==> images/metal_density.png <==
Bar = 20 um. 24 x 12 tiles, from dark purple (low) to yellow (high), scaled to the fullest tile. Values are wire area over tile area, all layers added.
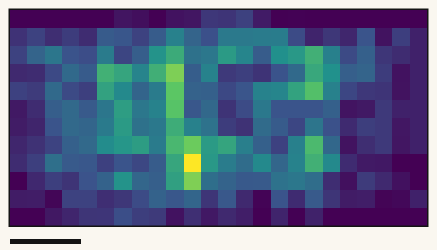
==> images/io_fan.png <==
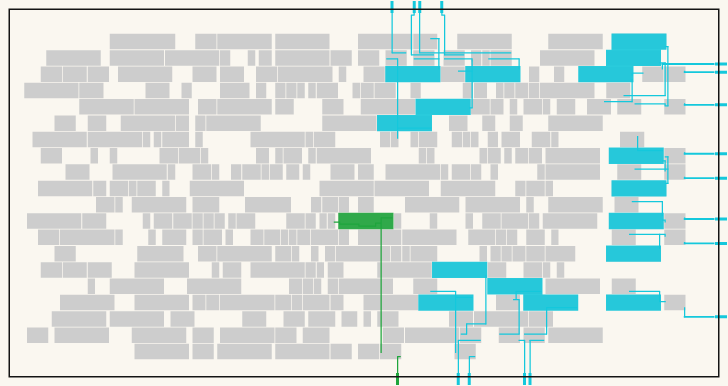
==> images/placement_by_type.png <==
Bar = 20 um.
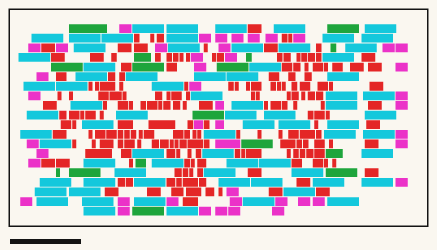
==> images/congestion.png <==
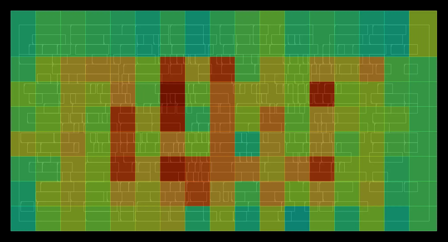
==> images/sizes.png <==
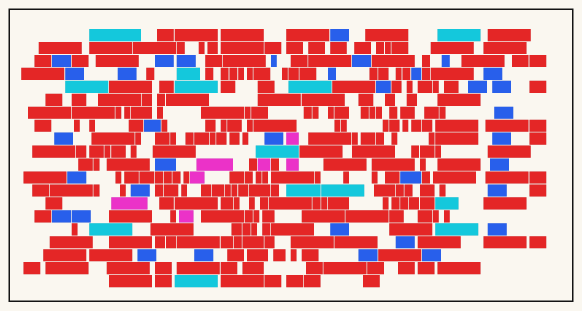
==> src/rtl/pwm_duty_meter_ctrl.sv <==
// PWM duty meter controller: synchronises the triangle-period square wave and the
// comparator, counts on-time and period length, and hands results over valid/ack.
module pwm_duty_meter_ctrl #(
  parameter int WIDTH       = 16,
  parameter int SYNC_STAGES = 2
) (
  input  logic             clk,
  input  logic             reset,
  input  logic             enable,
  input  logic             sync_in,
  input  logic             comp_in,
  input  logic             result_ack,
  output logic [WIDTH-1:0] on_count,
  output logic [WIDTH-1:0] period_count,
  output logic             result_valid,
  output logic             busy,
  output logic             overrun,
  output logic             timeout
);

  typedef enum logic [1:0] {
    IDLE    = 2'd0,
    ARM     = 2'd1,
    MEASURE = 2'd2
  } state_t;

  localparam logic [WIDTH-1:0] CNT_MAX  = '1;
  localparam logic [WIDTH-1:0] CNT_ZERO = '0;
  localparam logic [WIDTH-1:0] CNT_ONE  = {{(WIDTH-1){1'b0}}, 1'b1};

  logic [SYNC_STAGES-1:0] sync_ff_q;
  logic [SYNC_STAGES-1:0] comp_ff_q;
  logic                   sync_d_q;
  logic                   sync_s;
  logic                   comp_s;
  logic                   sync_rise;
  logic [WIDTH-1:0]       comp_ext;

  state_t           state_q, state_d;
  logic [WIDTH-1:0] per_cnt_q, per_cnt_d;
  logic [WIDTH-1:0] on_cnt_q, on_cnt_d;
  logic [WIDTH-1:0] on_count_q, on_count_d;
  logic [WIDTH-1:0] period_count_q, period_count_d;
  logic             result_valid_q, result_valid_d;
  logic             overrun_q, overrun_d;
  logic             timeout_q, timeout_d;
  logic             busy_q;
  logic             capture;
  logic             flags_clr;

  assign sync_s    = sync_ff_q[SYNC_STAGES-1];
  assign comp_s    = comp_ff_q[SYNC_STAGES-1];
  assign sync_rise = sync_s & ~sync_d_q;
  assign comp_ext  = {{(WIDTH-1){1'b0}}, comp_s};

  always_ff @(posedge clk or posedge reset) begin
    if (reset) begin
      sync_ff_q <= '0;
      comp_ff_q <= '0;
      sync_d_q  <= 1'b0;
    end else begin
      sync_ff_q <= {sync_ff_q[SYNC_STAGES-2:0], sync_in};
      comp_ff_q <= {comp_ff_q[SYNC_STAGES-2:0], comp_in};
      sync_d_q  <= sync_s;
    end
  end

  // A rise both closes the running period and counts as cycle 1 of the next one.
  always_comb begin
    state_d   = state_q;
    per_cnt_d = per_cnt_q;
    on_cnt_d  = on_cnt_q;
    timeout_d = timeout_q;
    capture   = 1'b0;
    flags_clr = 1'b0;
    if (!enable) begin
      state_d   = IDLE;
      per_cnt_d = CNT_ZERO;
      on_cnt_d  = CNT_ZERO;
      timeout_d = 1'b0;
      flags_clr = 1'b1;
    end else begin
      case (state_q)
        IDLE: begin
          per_cnt_d = CNT_ZERO;
          on_cnt_d  = CNT_ZERO;
          state_d   = ARM;
        end
        ARM: begin
          if (sync_rise) begin
            state_d   = MEASURE;
            per_cnt_d = CNT_ONE;
            on_cnt_d  = comp_ext;
          end else begin
            per_cnt_d = CNT_ZERO;
            on_cnt_d  = CNT_ZERO;
          end
        end
        MEASURE: begin
          if (sync_rise) begin
            capture   = 1'b1;
            per_cnt_d = CNT_ONE;
            on_cnt_d  = comp_ext;
          end else if (per_cnt_q == CNT_MAX) begin
            timeout_d = 1'b1;
            state_d   = ARM;
            per_cnt_d = CNT_ZERO;
            on_cnt_d  = CNT_ZERO;
          end else begin
            per_cnt_d = per_cnt_q + CNT_ONE;
            on_cnt_d  = on_cnt_q + comp_ext;
          end
        end
        default: begin
          state_d   = IDLE;
          per_cnt_d = CNT_ZERO;
          on_cnt_d  = CNT_ZERO;
        end
      endcase
    end
  end

  // An ack coinciding with a capture is consumed by the new result, so no overrun.
  always_comb begin
    on_count_d     = on_count_q;
    period_count_d = period_count_q;
    result_valid_d = result_valid_q;
    overrun_d      = overrun_q;
    if (capture) begin
      on_count_d     = on_cnt_q;
      period_count_d = per_cnt_q;
      result_valid_d = 1'b1;
      if (result_valid_q && !result_ack) begin
        overrun_d = 1'b1;
      end
    end else if (result_valid_q && result_ack) begin
      result_valid_d = 1'b0;
    end
    if (flags_clr) begin
      overrun_d = 1'b0;
    end
  end

  always_ff @(posedge clk or posedge reset) begin
    if (reset) begin
      state_q        <= IDLE;
      per_cnt_q      <= '0;
      on_cnt_q       <= '0;
      on_count_q     <= '0;
      period_count_q <= '0;
      result_valid_q <= 1'b0;
      overrun_q      <= 1'b0;
      timeout_q      <= 1'b0;
      busy_q         <= 1'b0;
    end else begin
      state_q        <= state_d;
      per_cnt_q      <= per_cnt_d;
      on_cnt_q       <= on_cnt_d;
      on_count_q     <= on_count_d;
      period_count_q <= period_count_d;
      result_valid_q <= result_valid_d;
      overrun_q      <= overrun_d;
      timeout_q      <= timeout_d;
      busy_q         <= (state_d == MEASURE);
    end
  end

  assign on_count     = on_count_q;
  assign period_count = period_count_q;
  assign result_valid = result_valid_q;
  assign busy         = busy_q;
  assign overrun      = overrun_q;
  assign timeout      = timeout_q;

endmodule

==> config.mk <==
export PLATFORM = sky130hd
export DESIGN_NAME = pwm_duty_meter_ctrl
export DESIGN_NICKNAME = d
export VERILOG_FILES = /design/src/rtl/pwm_duty_meter_ctrl.sv
export SDC_FILE = /design/constraint.sdc
export NUM_CORES = 1
export LEC_CHECK = 0
export CAP_MARGIN = 20
export CORE_ASPECT_RATIO = 0.5
export CORE_MARGIN = 2
export CORE_UTILIZATION = 50
export CTS_CLUSTER_SIZE = 14
export DETAILED_ROUTE_END_ITERATION = 6
export HOLD_SLACK_MARGIN = 0.02
export PLACE_DENSITY = 0.73
export SLEW_MARGIN = 20
export SYNTH_ARGS = -nofsm -noshare
export SYNTH_HDL_FRONTEND = slang
export SYNTH_SLANG_ARGS = --single-unit
==> constraint.sdc <==
create_clock -name clk -period 3.3 [get_ports clk]
set_clock_uncertainty 0.2 [all_clocks]
set_input_delay 0.66 -clock clk [delete_from_list [all_inputs] [get_ports clk]]
set_output_delay 0.66 -clock clk [all_outputs]
set_load 0.03 [all_outputs]
==> results.tsv <==
metric	value	unit
hold_ws	0.150	ns
Synth Area per Inst	11.7	um^2
Critical Path Sink Type	flop	
fill cell count	462	
TritonCTS Buffers	9	
FP Core Util	52.6	%
PD cells	482	mW/mm^2
Row Count	20	
CTS max path bufs	2	
dpl hpwl	4.14	mm
Crit Path Category	flop to flop	
grt total ovfl	0	
Post-synth seq share	57.7	%
Setup crit end	on_cnt_q[1]	
Pwr top	clock	
RSZ-0062 raised after global routing	false	
Max Cap Violations	0	
run status	finished clean	
TNS Setup	0	ns
multi-input gates	184	
# IOs	42	
clkbuf count	12	
Mapped Nets	290	
Seq pwr share	47.3	%
CTS HTree Levels	3	
Largest type area fraction	57.7	%
Sw Pwr	397	uW
R2R cell count	6	
seq pwr	930	uW
most frequent cells in the layout	75 x dfrtp_1, 41 x clkdlybuf4s50_1, 30 x nor2_1	
clk root buf	clkbuf_16	
clock insertion delay at the later pin of the skew report	0.34	ns
placer congestion estimate	0.811	
WP data arrival	2.43	ns
cells after synthesis	277	
final setup vio count	0	
Clock-cell share	7.49	%
Register Area	0.00188	mm^2
Area Growth Syn to Fin	25.3	%
Hold EP	sync_ff_q[1]	
drt pass-1 iters	5	
hold_sp	sync_ff_q[0]	
Least-Margin Pin Slew	0.756	ns
Startpoint Class	flop	
Tap Count	88	
Reg clk slew, reported paths	0.06	ns
-- metal_density.png (at the start) --
- tiles over half the peak: 12%
- mean over tiles: 0.13
- densest ninth of the die: centre
- nearly empty tiles: 12%
- fullest tile: 0.53

-- io_fan.png (at the start) --
- `overrun`: green (direction output; edge south; end cells 1; buffers 1; wire 36.6 um)
- `on_count`: cyan (direction output; edge 8 east, 4 south, 4 north; end cells 16; buffers 16; wire 324 um)

-- placement_by_type.png (at the start) --
- clock drivers and dummy loads: green (cells 16)
- sequential cells: cyan (cells 75)
- combinational and other logic: red (cells 195)
- remaining buffers and delay cells: magenta (cells 45)

-- congestion.png (at the start) --
GRT Total Usage: 19.4%
met2 GRT Util: 32.1%
Core Util, Final: 65.9%

-- sizes.png (at the start) --
- _3 and _4 cells: magenta (cells 7; share 2.1%; most used buf_4)
- _6 and larger: cyan (cells 13; share 3.9%; most used clkbuf_16)
- _0 and _1 cells: red (cells 276; share 83%; most used dfrtp_1)
- _2 cells: blue (cells 35; share 11%; most used mux2_2)

Power figures rest on the tool's default switching activity, not on a simulated workload.
